**config.mk**
```make
export PLATFORM = sky130hd
export DESIGN_NAME = acc_unit
export DESIGN_NICKNAME = d
export VERILOG_FILES = /design/src/rtl/acc_unit.sv
export SDC_FILE = /design/constraint.sdc
export NUM_CORES = 1
export LEC_CHECK = 0
export ABC_AREA = 0
export ABC_CLOCK_PERIOD_IN_PS = 4900
export CAP_MARGIN = 40
export CORE_MARGIN = 3
export CORE_UTILIZATION = 45
export CTS_CLUSTER_SIZE = 10
export DETAILED_ROUTE_END_ITERATION = 6
export PLACE_DENSITY = 0.76
export SLEW_MARGIN = 20
export SYNTH_ARGS = -nofsm -noshare
export SYNTH_HDL_FRONTEND = slang
export SYNTH_SLANG_ARGS = --single-unit
```
**constraint.sdc**
```tcl
create_clock -name clk -period 4.9 [get_ports clk]
set_clock_uncertainty 0.15 [all_clocks]
set_input_delay 0.49 -clock clk [delete_from_list [all_inputs] [get_ports clk]]
set_output_delay 0.49 -clock clk [all_outputs]
set_load 0.01 [all_outputs]
```
**src/rtl/acc_unit.sv**
```systemverilog
// Parametrised datapath accumulator: load, increment/decrement and clear complete
// in one cycle. Shifts move one bit per cycle and report progress on busy/done.
module acc_unit #(
    parameter int N   = 12,
    parameter int SHW = 4
) (
    input  logic           clk,
    input  logic           rst,
    input  logic           write_en,
    input  logic [N-1:0]   datain,
    input  logic           alu_to_ac,
    input  logic [N-1:0]   alu_out,
    input  logic           inc_en,
    input  logic           dec_en,
    input  logic           clr_en,
    input  logic           shift_start,
    input  logic           shift_dir,
    input  logic           shift_arith,
    input  logic [SHW-1:0] shift_amt,
    output logic [N-1:0]   dataout,
    output logic           zero,
    output logic           carry,
    output logic           busy,
    output logic           done
);

    typedef enum logic {IDLE, SHIFT} state_t;

    localparam logic [SHW-1:0] N_AMT = SHW'(N);

    state_t         state, state_n;
    logic [N-1:0]   acc, acc_n;
    logic           carry_q, carry_n;
    logic           done_q, done_n;
    logic [SHW-1:0] cnt, cnt_n;
    logic           dir_q, dir_n;
    logic           arith_q, arith_n;
    logic [SHW-1:0] amt_clip;

    always_ff @(posedge clk or posedge rst) begin
        if (rst) begin
            state   <= IDLE;
            acc     <= '0;
            carry_q <= 1'b0;
            done_q  <= 1'b0;
            cnt     <= '0;
            dir_q   <= 1'b0;
            arith_q <= 1'b0;
        end else begin
            state   <= state_n;
            acc     <= acc_n;
            carry_q <= carry_n;
            done_q  <= done_n;
            cnt     <= cnt_n;
            dir_q   <= dir_n;
            arith_q <= arith_n;
        end
    end

    // Amounts beyond the width behave exactly like a full-width shift.
    assign amt_clip = (shift_amt > N_AMT) ? N_AMT : shift_amt;

    // While shifting, only clr_en can interrupt; all other commands are dropped.
    always_comb begin
        state_n = state;
        acc_n   = acc;
        carry_n = carry_q;
        done_n  = 1'b0;
        cnt_n   = cnt;
        dir_n   = dir_q;
        arith_n = arith_q;

        if (clr_en) begin
            state_n = IDLE;
            acc_n   = '0;
            carry_n = 1'b0;
            cnt_n   = '0;
        end else begin
            unique case (state)
                IDLE: begin
                    if (write_en) begin
                        acc_n = datain;
                    end else if (alu_to_ac) begin
                        acc_n = alu_out;
                    end else if (inc_en) begin
                        {carry_n, acc_n} = {1'b0, acc} + {{N{1'b0}}, 1'b1};
                    end else if (dec_en) begin
                        carry_n = (acc == '0);
                        acc_n   = acc - N'(1);
                    end else if (shift_start) begin
                        dir_n   = shift_dir;
                        arith_n = shift_arith;
                        cnt_n   = amt_clip;
                        if (amt_clip == '0) begin
                            done_n = 1'b1;
                        end else begin
                            state_n = SHIFT;
                        end
                    end
                end
                SHIFT: begin
                    if (dir_q) begin
                        carry_n = acc[0];
                        acc_n   = {(arith_q ? acc[N-1] : 1'b0), acc[N-1:1]};
                    end else begin
                        carry_n = acc[N-1];
                        acc_n   = {acc[N-2:0], 1'b0};
                    end
                    cnt_n = cnt - SHW'(1);
                    if (cnt == SHW'(1)) begin
                        state_n = IDLE;
                        done_n  = 1'b1;
                    end
                end
                default: state_n = IDLE;
            endcase
        end
    end

    always_comb begin
        dataout = acc;
        zero    = (acc == '0);
        carry   = carry_q;
        busy    = (state == SHIFT);
        done    = done_q;
    end

endmodule

```
run_1/floorplan.png
Scale bar: 20 um. Pins as bars on the die edge.
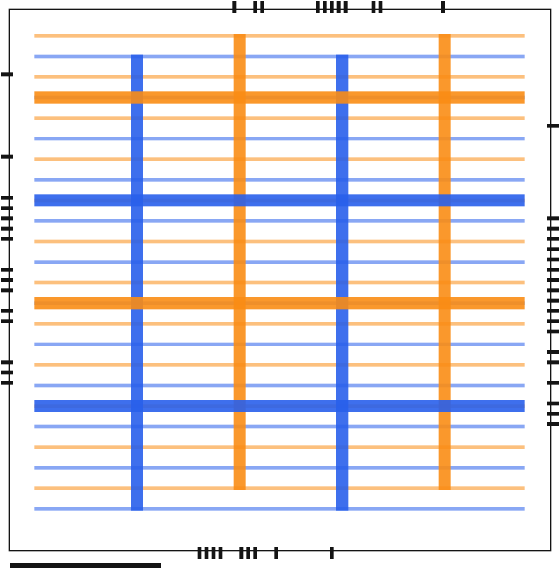
- blue: VSS
- orange: VDD
- rows: 23
- met5 straps: 4
die span in y: 71.4 um
core area: 0.00406 mm2
die width: 71.4 um
worst ir drop on vdd: 0.0957 mV

run_1/class_map.png
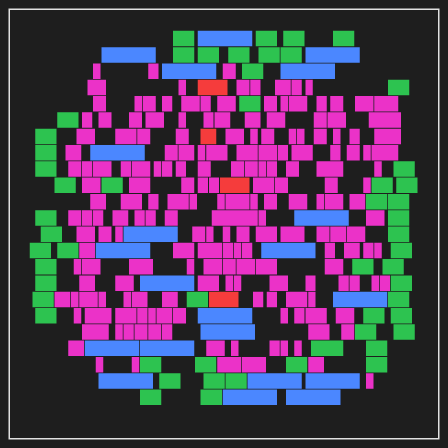
- red: clock drivers and dummy loads (cells 4; share of their area 2.0%)
- green: remaining buffers and delay cells (cells 54; share of their area 23%)
- blue: sequential cells (cells 21; share of their area 22%)
- magenta: remaining logic cells (cells 194; share of their area 54%)
Final Core Density: 61.1%
Seq/total area: 21.2%

run_1/clock_wires.png
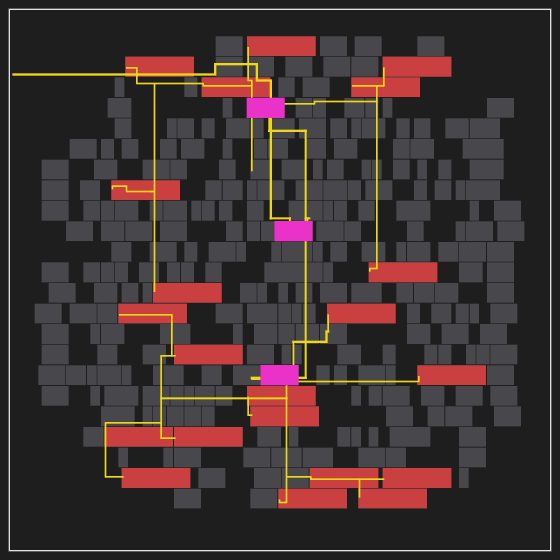
- red: flip-flops (count 21)
- magenta: clock-net drivers (count 3)
- yellow: clock wires (length 361 um)
- routed clock nets: 4
clk pwr: 0.000127 W
clock power share: 24.3%
Late-Pin Clk Latency: 0.28 ns

==> flow_summary.ini, run 1 <==
; synthesis and place-and-route metrics
[yosys]
synthTopCellsByArea = dfrtp_1 27%, mux2i_1 5.7%, o21ai_0 4.9%
ys_top_logic_family = AND-OR/OR-AND gates
aoi_share_pct = 27.7
simple_gate_share_pct = 24.0
ys_sh_xor_pct = 1.82
synthCells = 238
avgSynthCellArea_um2 = 8.09
adder_share_pct = 3.25
common_cells = 21 x dfrtp_1, 19 x nor2_1, 19 x o21ai_0
synthFlopType = dfrtp_1
ys_ff = 21
synth-seq-area-share_pct = 27.3
syn_area_mm2 = 0.00193
ys_async_sr_fraction_pct = 100
edf_count = 0
top_area_cell = dfrtp_1
yosys_warnings = 0
ys_chip_area_mm2 = 0.00193
synth.distinct_cells = 61
syn-num-nets = 281
ys_cells = 238
synthMuxAreaShare_pct = 8.64
yosysMostFrequentCell = dfrtp_1
synth_top_area_share_pct = 27.3

[finish]
inv_count = 10
register_area_um2 = 526
layout.non_clock_buffers = 54
clkbuf_count = 3
area_delta_synth_final_pct = 28.7
nets = 317
instances_no_fill = 323
nMultiInputCombCells = 184
final_common_cell = clkdlybuf4s50_1
nFlopsAndLatches = 21
stdcell_area_mm2 = 0.00248
n_antenna_cell = 0
logic_area_mm2 = 0.00126
drive_above_1_share_pct = 6.96
sh_comb_area_pct = 50.8
clock_cell_area_share_pct = 1.97
fillers = 393
most-common-layout-cells = 53 x clkdlybuf4s50_1, 21 x dfrtp_1, 19 x nor2_1, 19 x o21ai_0, 16 x nand2_1
layout.nonclk_buf_share_pct = 22.0
largest_class = logic gates

[detailed_routing]
highest_layer = met4
drc = 0
vias = 2080
antenna_left = 0
drt-total-wl_um = 5740
wl_per_cell_um = 17.8
firstDrtPassIters = 5
drt_iter0_drc = 191
dr_wl_met3_um = 513
wl_met2_um = 2650
avgViaCountPerCell = 6.44
wl_met1_um = 2510

[critical_path]
r2r_cells = 5
r2r-end = dataout[10]
reg2reg_from = busy
cp-endpoint = dataout[10]
crit_path_start_kind = input port
critPathRequiredTime_ns = 4.92
crit_start = clr_en
crit_arrival_ns = 2.80
crit_fanout = 13
endpoint_kind = flip-flop
worstSetupPathType = in2reg
ff2ff_setup_slack_ns = 2.37

[timing]
hold_ws_ns = 0.359
fin_crit_sh_pct = 56.6
rsz0062_at_grt = false
period_needed_ns = 2.78
setup_viol = 0
slew_headroom_pct = 44.5
setup_tns_ns = 0
drv_slew = 0
layout_setup_ws_ns = 2.12
worstMarginPinSlew_ns = 0.831
final-hold-violation-count = 0
fmax_mhz = 360

[global_routing]
grt_overflow = 0
met2_usage_pct = 35.1
grt_max_degree = 23
busiest_layer = met2
grt_first_pass_wirelength_um = 9250
grt_antenna_before_repair = 0
gr-usage-met1_pct = 31.8
grt.met3_usage_pct = 4.77
grt.total_usage_pct = 22.6
grt_pass1_vias = 1872

[clock_tree]
cts.sinks = 21
cts.hold.buffers_added = 0
cts_buffers = 3
cts-htree-levels = 1
cts_resized = 0
cts-root-buf = clkbuf_8
cts_max_path_buffers = 2
clk_pin_slew_worst_paths_ns = 0.09
cts_tree = yes
postCtsSetupBuffers = 0

[placement]
dp_hpwl_um = 4120
post-place-ws_ns = 1.89
dp_cells = 319
place_area_mm2 = 0.00243
globalplace.congestion = 0.918
io_buffers = 53

[flow_run]
maxCapViolations = 0
openroad.warnings = 29

[worst_hold_path]
hp-class = in2async

[power_and_ir_drop]
p_sw_share_pct = 34.9
p_leak_nw = 0.926
p_seq_share_pct = 43.6
p_int_w = 0.000340
pwr-share-comb_pct = 32.1
power_density_mw_per_mm2 = 210
p_switching_w = 0.000182
power.total_w = 0.000522

[floorplan]
dieArea_mm2 = 0.00510
tapCellCount = 50
io_pins = 54
fp_util_pct = 47.5
num_rows = 23

[run_status]
outcome = finished clean
[run 1: worst max-delay path: stages]
cell,delay (ns)
clkdlybuf4s50_1,0.63
nor2_1,0.70
and2_1,0.51
nor3_1,0.10
a21oi_1,0.14
a21bo_2,0.22
[run 1: power by group through the flow]
stage	Clock [W]	Combinational [W]	Sequential [W]
2_1_floorplan	0	0.000113	0.000206
3_5_place_dp	0	0.000165	0.000230
6_report	0.000127	0.000167	0.000228
5_1_grt	0.000138	0.000182	0.000230
3_3_place_gp	0	0.000162	0.000230
4_1_cts	0.000129	0.000167	0.000226
[run 1: state kept, by name (all words and copies together) (netlist names)]
register  cells
carry         1
busy          1
done          1
dataout      12
cnt           4
dir_q         1
arith_q       1
## Run 2: what changed since run 1
--- a/config.mk
+++ b/config.mk
@@ -6,13 +6,13 @@
 export NUM_CORES = 1
 export LEC_CHECK = 0
 export ABC_AREA = 0
-export ABC_CLOCK_PERIOD_IN_PS = 4900
+export ABC_CLOCK_PERIOD_IN_PS = 2400
 export CAP_MARGIN = 40
 export CORE_MARGIN = 3
-export CORE_UTILIZATION = 45
+export CORE_UTILIZATION = 44
 export CTS_CLUSTER_SIZE = 10
 export DETAILED_ROUTE_END_ITERATION = 6
-export PLACE_DENSITY = 0.76
+export PLACE_DENSITY = 0.77
 export SLEW_MARGIN = 20
 export SYNTH_ARGS = -nofsm -noshare
 export SYNTH_HDL_FRONTEND = slang
==> constraint.sdc (replaced) <==
create_clock -name clk -period 2.4 [get_ports clk]
set_clock_uncertainty 0.15 [all_clocks]
set_input_delay 0.24 -clock clk [delete_from_list [all_inputs] [get_ports clk]]
set_output_delay 0.24 -clock clk [all_outputs]
set_load 0.01 [all_outputs]
run_2/layers.png
Scale bar: 20 um.
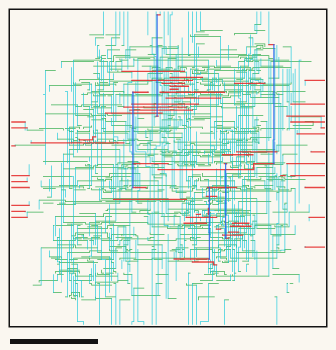
- red: M3 (wire length 390 um)
- blue: M4 (wire length 105 um)
- cyan: M2 (wire length 2870 um)
- green: M1 (wire length 2580 um)
Routed wire per std cell: 17.1 um
Tot GR Track Use: 23.8%
final wirelength: 5940 um
Vias: 2188

run_2/floorplan.png
Scale bar: 20 um. Pins as bars on the die edge.
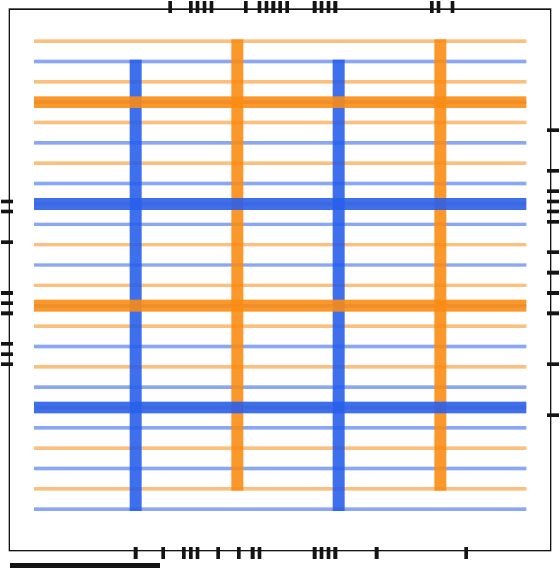
- orange: VDD
- blue: VSS
- rows: 23
- met1 rails: 24
die span in y: 72.2 um
core area: 0.00412 mm2
die width: 72.2 um

run_2/clock_wires.png
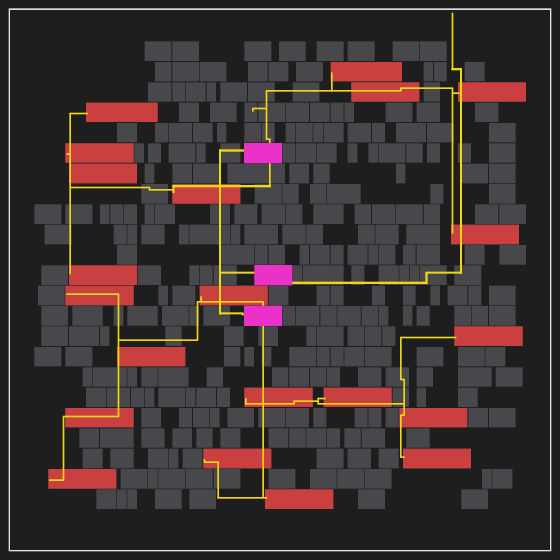
- yellow: clock wires (length 376 um)
- magenta: clock-net drivers (count 3)
- red: flip-flops (count 21)
- routed clock nets: 4
- flops lie: spread over the die
clock power share: 23.1%
clk pwr: 0.000254 W

==> run 2 against run 1 <==
  * First-iteration DRC count rose by 2.1%
  * Setup slack got worse by 2.0 ns
  * Clock power grew 100%
  * Synthesized cell count unchanged
  * Power is 110% higher
  * Register-to-register slack got worse by 2.2 ns
  * Sequential power grew 93%
  * Die area increased by 2.1%
  * Area after synthesis unchanged
  * Wire length grew 3.6%
  * Hold slack got worse by 0.21 ns
  * Critical path type is now reg2out
==> flow_summary.ini, run 2 <==
; synthesis and place-and-route metrics
[run_status]
outcome = finished clean

[timing]
fmax_mhz = 434
fin_crit_sh_pct = 95.9
hold_ws_ns = 0.144
rsz0062_at_grt = false
worstMarginPinSlew_ns = 0.508
setup_viol = 0
period_needed_ns = 2.30
setup_tns_ns = 0
drv_slew = 0

[finish]
n_antenna_cell = 0
clock_cell_area_share_pct = 1.73
nets = 342
nFlopsAndLatches = 21
sh_comb_area_pct = 47.6
area_delta_synth_final_pct = 38.7
largest_reg_flops = 12
logic_area_mm2 = 0.00127
clkbuf_count = 3
stdcell_area_mm2 = 0.00267
largest_class = logic gates
instances_no_fill = 348
final_common_cell = clkdlybuf4s50_1
inv_count = 10
seq_share_pct = 19.8

[yosys]
syn_area_mm2 = 0.00193
common_cells = 21 x dfrtp_1, 19 x nor2_1, 19 x o21ai_0
ys_async_sr_fraction_pct = 100
synthTopCellsByArea = dfrtp_1 27%, mux2i_1 5.7%, o21ai_0 4.9%
synthCells = 238
synth.distinct_cells = 61
ys_ff = 21
synthFlopType = dfrtp_1
avgSynthCellArea_um2 = 8.09
synth_top_area_share_pct = 27.3
ys_cells = 238
synth-seq-area-share_pct = 27.3
syn-num-nets = 281

[clock_tree]
cts_max_path_buffers = 2
postCtsSetupBuffers = 0
cts_buffers = 3
clock_latency_ns = 0.27
clk_pin_slew_worst_paths_ns = 0.09
cts-htree-levels = 1
cts.sinks = 21

[global_routing]
grt_pass1_vias = 2088
grt_max_degree = 22
grt_overflow = 0
gr-usage-met1_pct = 33.5
grt_first_pass_wirelength_um = 10000

[power_and_ir_drop]
p_switching_w = 0.000376
power.total_w = 0.00110
p_int_w = 0.000724
p_seq_share_pct = 40.0
p_sw_share_pct = 34.2
powerComb_w = 0.000407
pwr-share-comb_pct = 37.0
power_density_mw_per_mm2 = 412

[floorplan]
dieArea_mm2 = 0.00521
num_rows = 23
io_pins = 54
fp_util_pct = 46.8

[critical_path]
crit_arrival_ns = 1.91
crit_fanout = 7
ff2ff_setup_slack_ns = 0.21
r2r_cells = 8
cp-endpoint = zero
crit_start = dataout[10]
worstSetupPathType = reg2out
endpoint_kind = output port
reg2reg_from = dataout[0]
r2r-end = dataout[4]
critPathRequiredTime_ns = 2.01

[placement]
dp_cells = 344
post-place-ws_ns = 0.0763
place_area_mm2 = 0.00261
dp_hpwl_um = 4450
io_buffers = 53
globalplace.congestion = 0.870

[detailed_routing]
avgViaCountPerCell = 6.29
wl_met1_um = 2580
wl_met2_um = 2870
drt_iter0_drc = 195
firstDrtPassIters = 5
highest_layer = met4
drc = 0
antenna_left = 0

[worst_hold_path]
hp-class = in2async

[flow_run]
openroad.warnings = 29
## run 2: cell counts after synthesis
No cell type changed its count.
## run 2: repair_timing
item / CTS / global route
hold buffers: 0 / 0
endpoints found under the setup margin: 1 / 1
resized: 2 / 2
## run 2: cell families (layout without fill, tap and decap cells)
| logic type | after synthesis | in the layout | share of synthesized area, % |
|---|---|---|---|
| mux | 16 | 16 | 8.64 |
| buf+inv | 33 | 93 | 7.34 |
| fa+ha+maj | 5 | 5 | 3.25 |
| simple gates | 84 | 84 | 24.0 |
| flops | 21 | 21 | 27.3 |
| xor+xnor | 4 | 4 | 1.82 |
| compound gates | 75 | 75 | 27.7 |
## run 2: critical path, stage by stage, from the launching register on
cell and delay [ns]:
dfrtp_1 0.49, nor4_2 0.30, and4_1 0.29, clkdlybuf4s50_1 0.55
Power and IR drop assume default switching activity.
